==> images/logic_types.png <==
Scale: 6 px per um.
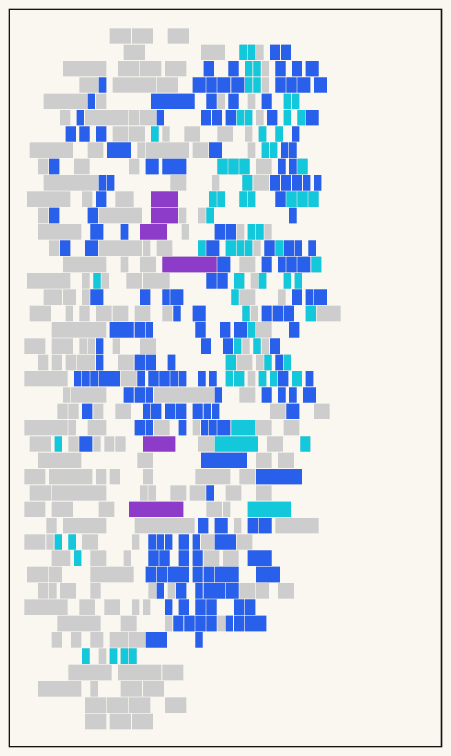
==> images/congestion.png <==
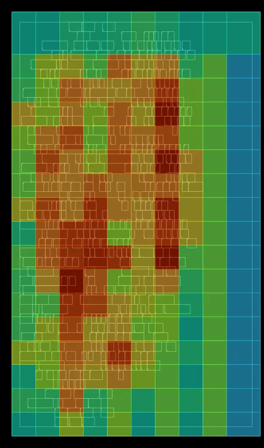
==> images/metal_density.png <==
Scale: 4 px per um. The die is cut into 14 by 25 equal tiles; white is low, dark blue is high, scaled to the fullest tile. Values are wire area over tile area, all layers added.
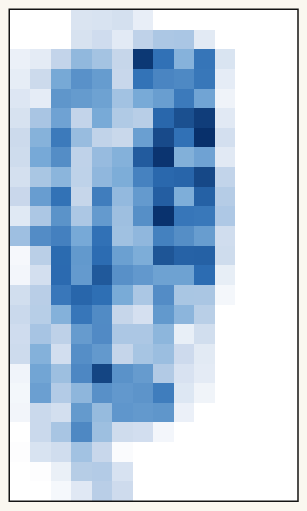
## config.mk

```make
export PLATFORM = sky130hd
export DESIGN_NAME = onehot_event_serializer
export DESIGN_NICKNAME = d
export VERILOG_FILES = /design/src/rtl/onehot_event_serializer.sv
export SDC_FILE = /design/constraint.sdc
export NUM_CORES = 1
export LEC_CHECK = 0
export ABC_AREA = 1
export ABC_CLOCK_PERIOD_IN_PS = 3600
export CAP_MARGIN = 20
export CORE_ASPECT_RATIO = 1.75
export CORE_MARGIN = 2
export CORE_UTILIZATION = 30
export DETAILED_ROUTE_END_ITERATION = 7
export SYNTH_ARGS = -nofsm -noshare
export SYNTH_HDL_FRONTEND = slang
export SYNTH_SLANG_ARGS = --single-unit
```

## constraint.sdc

```tcl
create_clock -name clk -period 3.6 [get_ports clk]
set_clock_uncertainty 0.15 [all_clocks]
set_input_delay 0.72 -clock clk [delete_from_list [all_inputs] [get_ports clk]]
set_output_delay 0.72 -clock clk [all_outputs]
set_load 0.02 [all_outputs]
```

## src/rtl/onehot_event_serializer.sv

```systemverilog
// rtl/onehot_event_serializer.sv - captures request events and presents them one at a time as a one-hot word, round-robin
module onehot_event_serializer #(
    parameter int N = 8
) (
    input  logic         clk,
    input  logic         rst,
    input  logic [N-1:0] req_in,
    output logic [N-1:0] out_onehot,
    output logic         out_valid,
    input  logic         out_ready,
    output logic [N-1:0] pending,
    output logic         overflow
);

    localparam int IW = (N > 1) ? $clog2(N) : 1;

    typedef enum logic {
        IDLE    = 1'b0,
        PRESENT = 1'b1
    } state_t;

    state_t        state;
    logic [IW-1:0] last_grant;

    logic          xfer;
    logic [N-1:0]  ack_mask;
    logic [N-1:0]  avail;
    logic [IW-1:0] cur_idx;
    logic [IW-1:0] base;
    logic [IW-1:0] j;
    logic [N-1:0]  sel_onehot;
    logic          sel_found;

    assign xfer     = out_valid & out_ready;
    assign ack_mask = xfer ? out_onehot : '0;
    assign avail    = pending & ~ack_mask;

    always_comb begin
        cur_idx = '0;
        for (int i = 0; i < N; i++) begin
            if (out_onehot[i]) begin
                cur_idx = IW'(i);
            end
        end
    end

    // After a transfer the presented bit becomes the new round-robin anchor
    // in the same cycle, so the next search already skips past it.
    assign base = xfer ? cur_idx : last_grant;

    always_comb begin
        sel_onehot = '0;
        sel_found  = 1'b0;
        j          = '0;
        for (int i = 1; i <= N; i++) begin
            j = IW'((int'(base) + i) % N);
            if (!sel_found && avail[j]) begin
                sel_found     = 1'b1;
                sel_onehot[j] = 1'b1;
            end
        end
    end

    always_ff @(posedge clk) begin
        if (rst) begin
            pending    <= '0;
            out_onehot <= '0;
            out_valid  <= 1'b0;
            overflow   <= 1'b0;
            state      <= IDLE;
            last_grant <= IW'(N - 1);
        end else begin
            pending  <= avail | req_in;
            overflow <= |(req_in & avail);
            case (state)
                IDLE: begin
                    if (sel_found) begin
                        out_onehot <= sel_onehot;
                        out_valid  <= 1'b1;
                        state      <= PRESENT;
                    end
                end
                PRESENT: begin
                    // Hold the presented word untouched until it is accepted.
                    if (out_ready) begin
                        last_grant <= cur_idx;
                        if (sel_found) begin
                            out_onehot <= sel_onehot;
                        end else begin
                            out_onehot <= '0;
                            out_valid  <= 1'b0;
                            state      <= IDLE;
                        end
                    end
                end
                default: begin
                    out_onehot <= '0;
                    out_valid  <= 1'b0;
                    state      <= IDLE;
                end
            endcase
        end
    end

endmodule

```

==> deck_impl_summary.md <==
Run Summary

Worst setup path
  • Instance count on the critical path: 18
  • Crit path to: out_onehot[2]
  • Crit. Startpoint: out_ready
  • Delay of the slowest critical-path stage: 0.51 ns
  • Buf+Inv Stages, Crit Path: 5
  • Reg-to-Reg Start: out_onehot[2]

Power and ir drop
  • Gate power share: 80.4%
  • Design internal power: 1340 uW

Global routing
  • Initial antenna violation count: 0

Layout
  • Largest cell class by area: combinational gates
  • Layout Cell Area excl Fill: 0.00332 mm2
  • Comb gate area: 0.00174 mm2
  • Register area: 440 um2
  • Fraction of layout cells with a size suffix above 1: 22.6%
  • Layout area overhead: 37.4%
  • Largest regs: out_onehot x8, pending x8, last_grant x3
  • N_diodes: 0

Logic synthesis
  • Avg Inst Size Synth: 6.13 um2
  • Synth flops: 22
  • Main flop type: dfxtp_1
  • Main area contributors: dfxtp_1 (18%), nand3_1 (18%), nand2_1 (9.8%)
  • EDFF count, synth: 0
  • Yosys xor share: 2.28%
  • Mapped Area: 0.00241 mm2
  • Cell type with the largest total area: dfxtp_1

Die
  • Row count: 43

Clocking
  • Clk_lat worst skew: 0.26 ns
  • Setup bufs post-CTS: 0
  • H-tree depth: 1
  • Worst-case clock buffer depth: 2

Status
  • Outcome: completed

Placement
  • Post-placement cell count: 547

Drt
  • Via-to-Cell Ratio: 5.19
  • Met2 WL: 4660 um
Notes on logic_types.png above:
blue -> NAND gates  # cells 181
purple -> adder and majority cells  # cells 6
cyan -> NOR gates  # cells 69

Notes on congestion.png above:
WL/cell: 14.6 um
Final Core Density: 42.2%
met1 GRT Util: 18.2%
met2 usage: 38.8%
met3 Use GR: 0.657%

Notes on metal_density.png above:
fullest tile = 0.51
densest ninth of the die = centre
mean over tiles = 0.15
tiles over half the peak = 27%
nearly empty tiles = 33%
final WL: 8110 um
Total GRT Usage: 18.8%
Vias: 2882

Power and IR drop assume default switching activity.
